Fig. 1: run 1, M1 wires
Scale bar: 50 µm. Supply wires on this layer in grey.
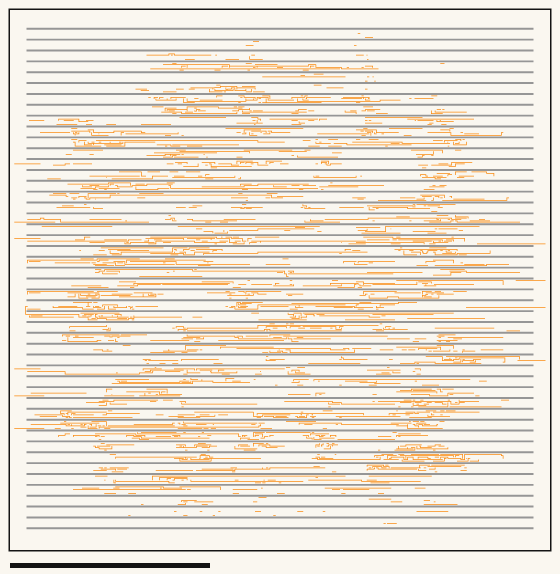
Fig. 2: run 1, metal 2
Scale bar: 50 µm.
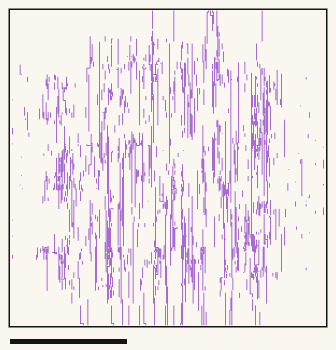
Fig. 3: run 1, signal wires on met3
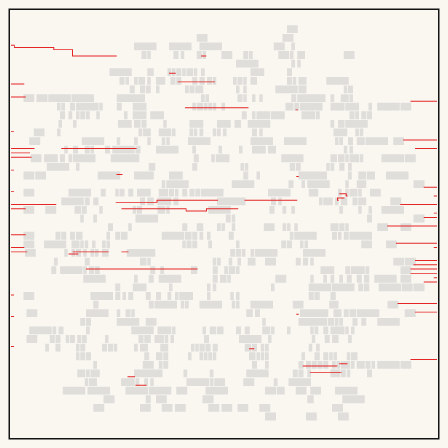
Fig. 4: run 1, clock distribution
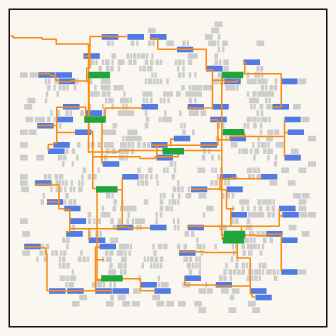
--- src/rtl/obstacle_pool.sv ---
// Pool of NUM_SLOTS obstacle slots with programmable scroll speed and randomised spawn spacing.
// Every output is driven straight from a register; positions use the renderers' CONV-scaled units.
module obstacle_pool #(
    parameter int NUM_SLOTS = 4,
    parameter int CONV      = 2,
    parameter int SPAWN_POS = 159,
    parameter int MIN_GAP   = 40,
    parameter int SPEED_MAX = 4
) (
    input  logic                            clk,
    input  logic                            rst,
    input  logic                            i_game_start,
    input  logic                            i_game_frozen,
    input  logic                            i_game_tick,
    input  logic                            i_speed_up,
    input  logic [7:0]                      i_rng,
    output logic [NUM_SLOTS*(10-CONV)-1:0]  o_obs_pos,
    output logic [NUM_SLOTS*3-1:0]          o_obs_type,
    output logic [NUM_SLOTS-1:0]            o_obs_active,
    output logic [2:0]                      o_speed
);
    localparam int                POS_W   = 10 - CONV;
    localparam logic [POS_W-1:0]  POS_OFF = {POS_W{1'b1}};
    localparam logic [POS_W-1:0]  SPAWN_P = POS_W'(SPAWN_POS);
    localparam logic [7:0]        GAP_MIN = 8'(MIN_GAP);
    localparam logic [2:0]        SPD_MAX = 3'(SPEED_MAX);

    logic [NUM_SLOTS*POS_W-1:0] r_pos, w_pos;
    logic [NUM_SLOTS*3-1:0]     r_type, w_type;
    logic [NUM_SLOTS-1:0]       r_act, w_act;
    logic [2:0]                 r_speed, w_speed;
    logic [7:0]                 r_gap, w_gap;
    logic [7:0]                 r_thr, w_thr;
    logic [8:0]                 w_sum;
    logic [7:0]                 w_g;
    logic                       w_free_found;
    int                         w_free_idx;

    // Next-state: start clears, frozen holds, otherwise speed-up and tick (tick uses pre-update speed/actives)
    always_comb begin
        w_pos        = r_pos;
        w_type       = r_type;
        w_act        = r_act;
        w_speed      = r_speed;
        w_gap        = r_gap;
        w_thr        = r_thr;
        w_sum        = {1'b0, r_gap} + {6'b000000, r_speed};
        w_g          = w_sum[8] ? 8'hFF : w_sum[7:0];
        w_free_found = 1'b0;
        w_free_idx   = 0;
        // Descending scan leaves the lowest free index; slots freed this tick are not candidates
        for (int k = NUM_SLOTS - 1; k >= 0; k--) begin
            if (!r_act[k]) begin
                w_free_found = 1'b1;
                w_free_idx   = k;
            end else begin
                w_free_found = w_free_found;
            end
        end
        if (i_game_start) begin
            w_pos   = {NUM_SLOTS*POS_W{1'b1}};
            w_type  = {NUM_SLOTS*3{1'b0}};
            w_act   = {NUM_SLOTS{1'b0}};
            w_speed = 3'd1;
            w_gap   = 8'd0;
            w_thr   = GAP_MIN;
        end else if (!i_game_frozen) begin
            if (i_speed_up) begin
                w_speed = (r_speed >= SPD_MAX) ? SPD_MAX : r_speed + 3'd1;
            end else begin
                w_speed = r_speed;
            end
            if (i_game_tick) begin
                for (int k = 0; k < NUM_SLOTS; k++) begin
                    if (!r_act[k]) begin
                        w_act[k] = 1'b0;
                    end else if (r_pos[k*POS_W +: POS_W] < POS_W'(r_speed)) begin
                        w_act[k]               = 1'b0;
                        w_pos[k*POS_W +: POS_W] = POS_OFF;
                        w_type[k*3 +: 3]        = 3'd0;
                    end else begin
                        w_pos[k*POS_W +: POS_W] = r_pos[k*POS_W +: POS_W] - POS_W'(r_speed);
                    end
                end
                if ((w_g >= r_thr) && w_free_found) begin
                    w_act[w_free_idx]                = 1'b1;
                    w_pos[w_free_idx*POS_W +: POS_W] = SPAWN_P;
                    w_type[w_free_idx*3 +: 3]        = i_rng[7:5];
                    w_gap                            = 8'd0;
                    w_thr                            = GAP_MIN + {3'b000, i_rng[4:0]};
                end else begin
                    w_gap = w_g;
                end
            end else begin
                w_gap = r_gap;
            end
        end else begin
            w_gap = r_gap;
        end
    end

    // State registers with synchronous reset
    always_ff @(posedge clk) begin
        if (rst) begin
            r_pos   <= {NUM_SLOTS*POS_W{1'b1}};
            r_type  <= {NUM_SLOTS*3{1'b0}};
            r_act   <= {NUM_SLOTS{1'b0}};
            r_speed <= 3'd1;
            r_gap   <= 8'd0;
            r_thr   <= GAP_MIN;
        end else begin
            r_pos   <= w_pos;
            r_type  <= w_type;
            r_act   <= w_act;
            r_speed <= w_speed;
            r_gap   <= w_gap;
            r_thr   <= w_thr;
        end
    end

    assign o_obs_pos    = r_pos;
    assign o_obs_type   = r_type;
    assign o_obs_active = r_act;
    assign o_speed      = r_speed;

endmodule
--- config.mk ---
export PLATFORM = sky130hd
export DESIGN_NAME = obstacle_pool
export DESIGN_NICKNAME = d
export VERILOG_FILES = /design/src/rtl/obstacle_pool.sv
export SDC_FILE = /design/constraint.sdc
export NUM_CORES = 1
export LEC_CHECK = 0
export ABC_AREA = 1
export CORE_MARGIN = 4
export CORE_UTILIZATION = 25
export DETAILED_ROUTE_END_ITERATION = 16
export PLACE_DENSITY_LB_ADDON = 0.05
export SLEW_MARGIN = 40
export SYNTH_ARGS = -nofsm -noshare
export SYNTH_HDL_FRONTEND = slang
export SYNTH_SLANG_ARGS = --single-unit
--- constraint.sdc ---
create_clock -name clk -period 4.9 [get_ports clk]
set_input_delay 1.47 -clock clk [delete_from_list [all_inputs] [get_ports clk]]
set_output_delay 1.47 -clock clk [all_outputs]
set_load 0.05 [all_outputs]
==> impl_metrics.env, run 1 <==
# yosys + openroad results
export IMPL_cts_root_buffer="clkbuf_16"
export IMPL_firstDrtPassIters=4
export IMPL_postCtsHoldBufs=0
export IMPL_layout_min_cycle_time_ps=3450
export IMPL_grt_overflow=0
export IMPL_num_rows=46
export IMPL_design_core_area_um2=15900
export IMPL_reg2reg_from="o_speed[1]"
export IMPL_hp_start="r_thr[4]"
export IMPL_min_to="r_thr[4]"
export IMPL_combinationalPowerShare_pct=8.9
export IMPL_ys_area_um2=4050
export IMPL_top_cells_by_area="dfxtp_1 33%, nand2_1 10%, ha_1 7.7%, nand3_1 7.7%, inv_1 6.8%"
export IMPL_io_pins=65
export IMPL_syn_cell_area_um2=4050
export IMPL_synth_avg_cell_area_um2=6.99
export IMPL_swShare_pct=25.4
export IMPL_cts_tree="yes"
export IMPL_synth_most_common_cell="nand2_1"
export IMPL_reg2reg_to="o_obs_pos[28]"
export IMPL_end_kind="output pin"
export IMPL_hold_ws_ps=468
export IMPL_fp_dieW_um=135
export IMPL_worst_slew_pin_slew_ps=648
export IMPL_yosys_top_cells_count="112 x nand2_1, 73 x inv_1, 66 x dfxtp_1"
export IMPL_yosys_warnings=0
export IMPL_reg2reg_slack_ps=1670
export IMPL_first_iter_violations=177
export IMPL_drv_cap=0
export IMPL_grt_antenna_before_repair=0
export IMPL_wl_per_cell_um=14.2
export IMPL_fp_util_pct=25.5
export IMPL_tns_ps=0
export IMPL_status="completed"
export IMPL_path_cells="clkdlybuf4s50_1"
export IMPL_synth_top_flop_cell="dfxtp_1"
export IMPL_cts_resized=0
export IMPL_cp_required_ps=3430
export IMPL_yosysUniqueCellTypes=45
export IMPL_critical_path_buf_inv_count=1
export IMPL_leakage_uw=0.00211
export IMPL_warning_count=28
export IMPL_floorplan_nets=623
export IMPL_power_uw=1220
export IMPL_grt_max_degree=57
export IMPL_area_delta_synth_final_pct=27.3
export IMPL_min_path_cells=2
export IMPL_critPathLaunchType="register"
export IMPL_portBuffers=64
export IMPL_cts_buffers=9
export IMPL_gp_congestion=0.786
export IMPL_nets=683
export IMPL_chipArea_um2=18300
export IMPL_cpPeakStageDelay_ps=930
export IMPL_clk_pin_slew_worst_paths_ps=50
export IMPL_max_freq_mhz=289
export IMPL_timing_final_ws_setup_ps=1450
export IMPL_fillCellCount=1780
export IMPL_dp_slack_ps=1540
export IMPL_enable_flop_cells=0
export IMPL_diodes=0
export IMPL_ys_flops=66
export IMPL_cp_max_fo=9
export IMPL_peakVddDrop_mv=0.159
export IMPL_seq_power_share_pct=45.0
export IMPL_reg2regPathDepth=18
export IMPL_syn_inst=579
export IMPL_grt_pass1_wl_mm=20.1
export IMPL_post_cts_setup_buffers=0
export IMPL_setup_viol=0
export IMPL_internal_power_uw=913
export IMPL_hold_viol=0
export IMPL_drc=0
export IMPL_fp_dieH_um=135
export IMPL_arrival_ps=1980
export IMPL_track_usage_pct=14.0
export IMPL_p_per_area_nw_per_um2=238
export IMPL_maxSlewHeadroom_pct=56.8
export IMPL_htree_levels=3
export IMPL_hp_class="reg -> reg"
export IMPL_place_hpwl_mm=8.59
export IMPL_worstSetupPathType="reg -> out"
export IMPL_drive_above_1_share_pct=5.93
export IMPL_crit_family="buffers and inverters"
export IMPL_drt_vias_per_instance=4.58
export IMPL_slowest_stage="clkdlybuf4s50_1"
export IMPL_synth_async_sr_flop_share_pct=0
export IMPL_ys_seq_share_pct=32.6
export IMPL_cts_num_sinks=66
export IMPL_antenna_left=0
export IMPL_grt_pass1_vias=3757
export IMPL_yosysTopAreaCell="dfxtp_1"
export IMPL_power_switching_uw=311
export IMPL_yosys_stat_cells=579
export IMPL_rsz0062_at_grt="no"
export IMPL_period_used_pct=70.5
export IMPL_maxSlewViolCount=0
export IMPL_synth_top_area_share_pct=32.6
export IMPL_cts_buffer_depth=2
-- Fig. 1 (at the start) --
The wires run mostly horizontal. The layer carries 6,290 µm of wire. The layer holds 52% of the routed length.
total wire length: 12.2 mm
M1 GR Usage: 19.7%

-- Fig. 2 (at the start) --
The wires run mostly vertical. The layer holds 43% of the routed length. 520 nets have wire on it.
Via Count: 3,927
met2 usage: 21.5%

-- Fig. 3 (at the start) --
50 nets have wire on it. The wires run mostly horizontal. The layer carries 468 µm of wire. The longest straight run is 35.0 µm. The layer holds 3.8% of the routed length.
grt met3 use: 2.38%

-- Fig. 4 (at the start) --
Green is clock-net drivers, count 9. Orange is clock wires, length 1,190 µm. Blue is flip-flops, count 66.
There are 10 routed clock nets.
Insertion Delay late pin: 330 ps
Clock power frac: 46.1%
Power Clock: 564 µW
Final Skew: 6.52 ps

-- run 1: power groups by stage --
stage / Combinational (µW) / Sequential, µW / Clock [µW]
finish: 109 / 551 / 564
global route: 122 / 552 / 607
CTS: 111 / 551 / 594
detailed placement: 111 / 563 / 0
global placement: 110 / 563 / 0
floorplan: 50.5 / 580 / 0
-- run 1: worst max path at each step --
| stage | start | endpoint | slack (ps) | depth (start not counted) |
|---|---|---|---|---|
| 2_1_floorplan | o_speed[0] | r_thr[5] | 1780 | 21 |
| 3_3_place_gp | o_speed[1] | o_obs_pos[28] | 1560 | 18 |
| 5_1_grt | o_speed[1] | o_obs_active[3] | 1270 | 21 |
| 6_report | o_speed[1] | o_speed[1] | 1450 | 1 |
| 3_5_place_dp | i_game_frozen | o_obs_type[7] | 1540 | 8 |
| 4_1_cts | o_speed[1] | o_speed[1] | 1360 | 1 |
-- run 1: per-stage QoR --
stage	util [%]	instance area, µm²	std cells
floorplan	-	4050	579
global placement	30.9	4910	844
detailed placement	30.9	4910	844
CTS	32.4	5150	857
global route	32.4	5150	857
finish	32.4	5150	857
-- run 1: registers in the layout, indices dropped and copies added, names as in the netlist --
signal,flops
r_thr,7
o_obs_pos,32
o_speed,3
r_gap,8
o_obs_active,4
o_obs_type,12
-- run 1: final cells by class --
class	count	area, µm²	share of cell area (%)
multi-input cells	415	2350	45.6
flip-flops and latches	66	1320	25.6
repair buffers	69	678	13.2
inverters	78	293	5.68
well taps	216	270	5.25
clock buffers	12	236	4.59
clock inverters	1	5.00	0.0971
-- run 1: kinds of logic after synthesis --
family	count (synthesis)	synth area share (%)
simple gates	266	30.7
fa+ha+maj	30	10.2
buf+inv	98	9.36
xor+xnor	8	1.73
compound gates	111	15.3
flops	66	32.6
-- run 1: placed cells by master, fill, tap and decap left out, types with 3 or more instances in the layout --
cell type | synthesis | routed
nand4_1 | 15 | 15
nor2_1 | 46 | 46
clkbuf_16 | 0 | 9
xor2_1 | 6 | 6
inv_1 | 73 | 73
buf_4 | 0 | 5
o21ai_0 | 31 | 31
clkdlybuf4s50_1 | 0 | 64
o21ai_1 | 5 | 5
inv_2 | 4 | 4
nand2_2 | 5 | 5
a21oi_1 | 49 | 49
nand2_1 | 112 | 112
a31oi_1 | 3 | 3
o21bai_1 | 3 | 3
dfxtp_1 | 66 | 66
nand3b_1 | 3 | 3
or2_2 | 3 | 3
o211ai_1 | 8 | 8
nand3_2 | 5 | 5
fa_1 | 5 | 5
clkbuf_1 | 13 | 3
ha_1 | 25 | 25
nor3_1 | 4 | 4
nand3_1 | 62 | 62
-- run 1: metal layers --
metal	up-vias	GRT usage, %	part of all wire, %
met5	-	0	0
met4	0	5.04	1.4
met3	11	2.38	3.8
met2	80	21.5	43
met1	1785	19.7	52
li1	2051	-	-
Fig. 5: run 1, congestion heat map
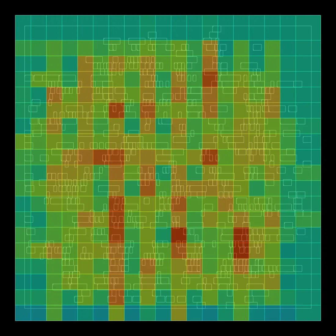

==> run 2, diff against run 1 <==
clock period = 3.55 ns   (was 4.9 ns; I/O delays follow)
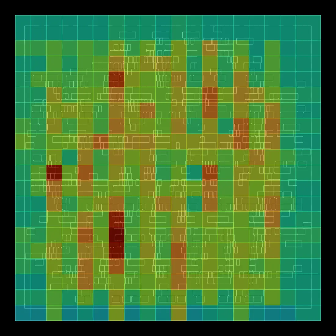
Fig. 6. Congestion heat map (run 2).
DR WL/cell: 14.4 µm
GR peak layer: met2
grt met3 use: 4.09%
M1 GR Usage: 18.8%

==> run 2 against run 1 <==
Sequential share of layout area decreased by 0.49 points. Routed wire length is 2.0% higher. Die size stayed put. Final cell count up 0.93%. Count of clock-buffer cells in the layout unchanged. Utilization is 0.63 points higher. Non-clock buffer count increased by 6. Sequential power is 38% higher. Worst hold slack improved by 2.7 ps.
==> impl_metrics.env, run 2 <==
# yosys + openroad results
export IMPL_hold_ws_ps=471
export IMPL_post_cts_setup_buffers=0
export IMPL_setup_viol=0
export IMPL_cp_max_fo=19
export IMPL_p_per_area_nw_per_um2=336
export IMPL_cts_tree="yes"
export IMPL_grt_max_degree=48
export IMPL_area_delta_synth_final_pct=29.7
export IMPL_peakVddDrop_mv=0.208
export IMPL_synth_avg_cell_area_um2=6.99
export IMPL_floorplan_nets=623
export IMPL_layout_top_cells="112 x nand2_1, 73 x inv_1, 66 x dfxtp_1"
export IMPL_reg2reg_slack_ps=490
export IMPL_max_freq_mhz=327
export IMPL_yosys_top_cells_count="112 x nand2_1, 73 x inv_1, 66 x dfxtp_1"
export IMPL_reg2reg_from="o_speed[0]"
export IMPL_track_usage_pct=14.2
export IMPL_ys_area_um2=4050
export IMPL_syn_cell_area_um2=4050
export IMPL_postCtsHoldBufs=0
export IMPL_firstDrtPassIters=4
export IMPL_design_core_area_um2=15900
export IMPL_worstSetupPathType="reg -> reg"
export IMPL_drc=0
export IMPL_arrival_ps=3270
export IMPL_synth_async_sr_flop_share_pct=0
export IMPL_htree_levels=3
export IMPL_cpPeakStageDelay_ps=390
export IMPL_yosys_stat_cells=579
export IMPL_layout_min_cycle_time_ps=3060
export IMPL_place_hpwl_mm=8.78
export IMPL_maxSlewHeadroom_pct=65.7
export IMPL_drt_vias_per_instance=4.55
export IMPL_clk_latency_ps=340
export IMPL_fin_cells=865
export IMPL_drv_cap=0
export IMPL_fillCellCount=1736
export IMPL_cts_buffer_depth=2
export IMPL_yosysUniqueCellTypes=45
export IMPL_diodes=0
export IMPL_antenna_left=0
export IMPL_grt_pass1_vias=3892
export IMPL_ys_flops=66
export IMPL_hp_class="reg -> reg"
export IMPL_period_used_pct=86.3
export IMPL_min_to="r_thr[6]"
export IMPL_design_area_um2=5250
export IMPL_cp_required_ps=3760
export IMPL_tns_ps=0
export IMPL_worst_slew_pin_slew_ps=512
export IMPL_reg2reg_to="o_obs_pos[28]"
export IMPL_warning_count=28
export IMPL_chipArea_um2=18300
export IMPL_fp_dieH_um=135
export IMPL_cts_buffers=9
export IMPL_lay_top_count="nand2_1"
export IMPL_totalWireLength_mm=12.5
export IMPL_synth_top_flop_cell="dfxtp_1"
export IMPL_largest_reg_flops=32
export IMPL_power_uw=1760
export IMPL_nets=689
export IMPL_vias=3936
export IMPL_enable_flop_cells=0
export IMPL_cts_root_buffer="clkbuf_16"
export IMPL_fp_util_pct=25.5
export IMPL_first_iter_violations=151
export IMPL_yosys_warnings=0
export IMPL_ys_seq_share_pct=32.6
export IMPL_top_cells_by_area="dfxtp_1 33%, nand2_1 10%, ha_1 7.7%, nand3_1 7.7%, inv_1 6.8%"
export IMPL_num_rows=46
export IMPL_synth_most_common_cell="nand2_1"
export IMPL_cts_num_sinks=66
export IMPL_hold_viol=0
export IMPL_cpMostUsedCell="nand2_1"
export IMPL_place_area_um2=4980
export IMPL_status="completed"
export IMPL_yosysTopAreaCell="dfxtp_1"
export IMPL_syn_inst=579
export IMPL_grt_antenna_before_repair=0
export IMPL_cts_resized=0
export IMPL_end_kind="register"
export IMPL_reg2regPathDepth=20
export IMPL_min_path_cells=2
export IMPL_hp_start="r_thr[6]"
export IMPL_place_inst=850
export IMPL_fin_skew_ps=4.32
export IMPL_grt_pass1_wl_mm=20.3
export IMPL_grt_use_met2_pct=22.7
export IMPL_synth_top_area_share_pct=32.6
export IMPL_maxSlewViolCount=0
export IMPL_path_cells="ha_1 > fa_1 > nand2_1 > nand2_1 > nand3_1 > nor2_1 > or2_2 > ha_1 > nand2_1 > nand2_1 > nand2_1 > nand2_1 > nand2_1 > nand2_1 > nand2_1 > nand2_8 > nand2_2 > inv_2 > nand2_2 > nand4_1"
export IMPL_slowest_stage="fa_1"
export IMPL_portBuffers=64
export IMPL_fp_dieW_um=135
export IMPL_grt_overflow=0
export IMPL_clk_pin_slew_worst_paths_ps=50
export IMPL_critPathLaunchType="register"
export IMPL_gp_congestion=0.748
export IMPL_leakage_uw=0.00217
export IMPL_rsz0062_at_grt="no"
export IMPL_drive_above_1_share_pct=7.40
export IMPL_io_pins=65
run 2: cell count changes in the layout (fill, tap and decap cells not counted):
cell,before,now
buf_12,0,2
clkinv_2,1,3
clkbuf_1,3,1
buf_4,5,9
clkbuf_8,0,2
run 2: per-layer routing:
| layer | share of wire (%) | wire, µm |
|---|---|---|
| met1 | 50 | 6190 |
| met2 | 45 | 5600 |
| met3 | 4.1 | 515 |
| met4 | 1.2 | 148 |
| met5 | 0 | 0 |
run 2: worst max-delay path by stage:
stage | startpoint | end | slack, ps | depth (start not counted)
2_1_floorplan | o_speed[0] | r_thr[5] | 430 | 21
3_3_place_gp | o_speed[0] | r_thr[5] | 550 | 21
3_5_place_dp | o_speed[0] | o_obs_pos[28] | 490 | 20
4_1_cts | o_speed[0] | o_obs_pos[28] | 460 | 20
5_1_grt | o_speed[0] | o_obs_type[7] | 250 | 19
6_report | o_speed[0] | o_obs_pos[28] | 490 | 20
run 2: final cells by class:
class	count	area, µm²	area share [%]
Inverter	78	293	5.57
Multi-Input combinational cell	415	2350	44.7
Sequential cell	66	1320	25.2
Clock buffer	12	256	4.88
Timing Repair Buffer	75	748	14.2
Tap cell	216	270	5.15
Clock inverter	3	15.0	0.286
run 2: cells by family after synthesis:
group           after synthesis  synth area share (%)
fa+ha+maj                    30                  10.2
compound gates              111                  15.3
buf+inv                      98                  9.36
simple gates                266                  30.7
xor+xnor                      8                  1.73
flops                        66                  32.6
run 2: where the power goes:
group | leakage (µW) | internal (µW) | switching (µW)
logic | 0.00150 | 55.9 | 104
registers | 0.000535 | 749 | 9.59
clock network | 0.000138 | 504 | 342
run 2: per-stage QoR:
stage          util (%)  worst slack [ps]
6_report           33.1               488
2_1_floorplan         -               433
4_1_cts            33.1               465
3_3_place_gp       31.4               555
3_5_place_dp       31.4               487
5_1_grt            33.1               247
run 2: critical path, delay by kind of cell (launching register included):
kind	cells	cell delay, ps
adder cells (fa/ha/maj)	3	880
buffers and inverters	1	70
flip-flops	1	310
AND/OR/NAND/NOR	16	1670
==> run 3, diff against run 2 <==
GPL_ROUTABILITY_DRIVEN = 0   (was unset)
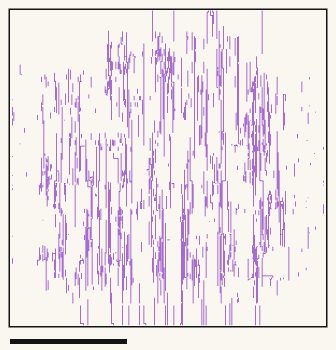
Fig. 7. Metal 2 (run 3).
Scale bar: 50 µm.
The layer carries 5,600 µm of wire. The layer holds 45% of the routed length. The longest straight run is 52.0 µm.
total wire length: 12.5 mm
met2 usage: 22.7%
Via Count: 3,936

==> run 3 against run 2 <==
Via count unchanged. Routed wire length did not move. Critical endpoint unchanged. Highest routed layer unchanged. Worst hold slack did not move. Non-clock buffer count unchanged. Combinational power barely moved. Register-to-register slack about the same. Die size is the same. Largest power group unchanged.
==> impl_metrics.env, run 3 <==
# yosys + openroad results
export IMPL_leakage_uw=0.00217
export IMPL_synth_most_common_cell="nand2_1"
export IMPL_ys_area_um2=4050
export IMPL_end_kind="register"
export IMPL_firstDrtPassIters=4
export IMPL_setup_viol=0
export IMPL_p_per_area_nw_per_um2=336
export IMPL_synth_top_area_share_pct=32.6
export IMPL_drc=0
export IMPL_grt_pass1_vias=3892
export IMPL_hp_class="reg -> reg"
export IMPL_yosys_warnings=0
export IMPL_status="completed"
export IMPL_ys_flops=66
export IMPL_grt_pass1_wl_mm=20.3
export IMPL_place_hpwl_mm=8.78
export IMPL_fp_dieW_um=135
export IMPL_top_cells_by_area="dfxtp_1 33%, nand2_1 10%, ha_1 7.7%, nand3_1 7.7%, inv_1 6.8%"
export IMPL_xor_share_pct=1.73
export IMPL_seqCellArea_um2=1320
export IMPL_tns_ps=0
export IMPL_synthMuxAreaShare_pct=0
export IMPL_design_core_area_um2=15900
export IMPL_timing_final_ws_setup_ps=488
export IMPL_arrival_ps=3270
export IMPL_maxSlewHeadroom_pct=65.7
export IMPL_ys_seq_share_pct=32.6
export IMPL_yosysTopAreaCell="dfxtp_1"
export IMPL_antenna_left=0
export IMPL_clk_latency_ps=340
export IMPL_clk_pin_slew_worst_paths_ps=50
export IMPL_maxSlewViolCount=0
export IMPL_warning_count=28
export IMPL_yosys_stat_cells=579
export IMPL_synth_async_sr_flop_share_pct=0
export IMPL_cts_num_sinks=66
export IMPL_floorplan_nets=623
export IMPL_lay_top_count="nand2_1"
export IMPL_htree_levels=3
export IMPL_ys_sh_simple_pct=30.7
export IMPL_cp_required_ps=3760
export IMPL_syn_inst=579
export IMPL_cts_tree="yes"
export IMPL_drv_cap=0
export IMPL_track_usage_pct=14.2
export IMPL_layout_min_cycle_time_ps=3060
export IMPL_hold_ws_ps=471
export IMPL_rsz0062_at_grt="no"
export IMPL_critPathLaunchType="register"
export IMPL_first_iter_violations=151
export IMPL_synth_avg_cell_area_um2=6.99
export IMPL_num_rows=46
export IMPL_synth_top_flop_cell="dfxtp_1"
export IMPL_grt_overflow=0
export IMPL_synthAdderAreaFrac_pct=10.2
export IMPL_post_cts_setup_buffers=0
export IMPL_fp_dieH_um=135
export IMPL_synthAoiAreaFrac_pct=15.3
export IMPL_nets=689
export IMPL_worstSetupPathType="reg -> reg"
export IMPL_cts_resized=0
export IMPL_period_used_pct=86.3
export IMPL_chipArea_um2=18300
export IMPL_drive_above_1_share_pct=7.40
export IMPL_diodes=0
export IMPL_fillCellCount=1736
export IMPL_cts_buffer_depth=2
export IMPL_io_pins=65
export IMPL_area_delta_synth_final_pct=29.7
export IMPL_syn_cell_area_um2=4050
export IMPL_postCtsHoldBufs=0
export IMPL_comb_area_um2=2350
export IMPL_cp_max_fo=19
export IMPL_dp_slack_ps=487
export IMPL_peakVddDrop_mv=0.208
export IMPL_enable_flop_cells=0
export IMPL_grt_antenna_before_repair=0
export IMPL_netlist_logic_family_top="simple AND/OR/NAND/NOR gates"
==> run 3: cell counts after synthesis <==
No cell type changed its count.
==> run 3: final cells by class <==
class                   instances  area share (%)
flip-flops and latches         66            25.2
clock buffers                  12            4.88
inverters                      78            5.57
multi-input cells             415            44.7
clock inverters                 3           0.286
repair buffers                 75            14.2
well taps                     216            5.15
==> run 3: through the flow <==
| step | util, % | instance area (µm²) | power (µW) | cells |
|---|---|---|---|---|
| finish | 33.1 | 5250 | 1760 | 865 |
| global route | 33.1 | 5250 | 1840 | 865 |
| CTS | 33.1 | 5250 | 1800 | 865 |
| detailed placement | 31.4 | 4980 | 937 | 850 |
| global placement | 31.4 | 4980 | 938 | 850 |
| floorplan | - | 4050 | 870 | 579 |
==> run 3: where the power goes <==
group	switching, µW	total [µW]	leakage (µW)	internal [µW]
logic	104	160	0.00150	55.9
clock network	342	846	0.000138	504
registers	9.59	759	0.000535	749
total	456	1760	0.00217	1310
==> run 3: worst max-delay path, cell delays in order (launching register included) <==
cell and delay, ps:
dfxtp_1 310, ha_1 220, fa_1 390, nand2_1 100
nand2_1 90, nand3_1 140, nor2_1 80, or2_2 290
ha_1 270, nand2_1 60, nand2_1 50, nand2_1 50
nand2_1 40, nand2_1 50, nand2_1 40, nand2_1 140
nand2_8 150, nand2_2 160, inv_2 70, nand2_2 130
nand4_1 100
==> run 3: path summary, 6_finish.rpt <==
path / startpoint / endpoint / slack [ps] / cells past startpoint
min reg2reg: r_thr[6] / r_thr[6] / 470 / 2
min: r_thr[6] / r_thr[6] / 470 / 2
max: o_speed[0] / o_obs_pos[28] / 490 / 20
max reg2reg: o_speed[0] / o_obs_pos[28] / 490 / 20
==> run 3: logic make-up (layout without fill, tap and decap cells) <==
logic type | after synthesis | count (layout)
flops | 66 | 66
compound gates | 111 | 111
xor+xnor | 8 | 8
buf+inv | 98 | 168
fa+ha+maj | 30 | 30
simple gates | 266 | 266
==> run 3: metal layers <==
layer,global-route usage [%],share of wire (%),vias up
li1,-,-,2067
met1,18.8,50,1785
met2,22.7,45,74
met3,4.09,4.1,10
met4,3.81,1.2,0
met5,0,0,-
No activity file was given, so power comes from the tool's default toggle rates.
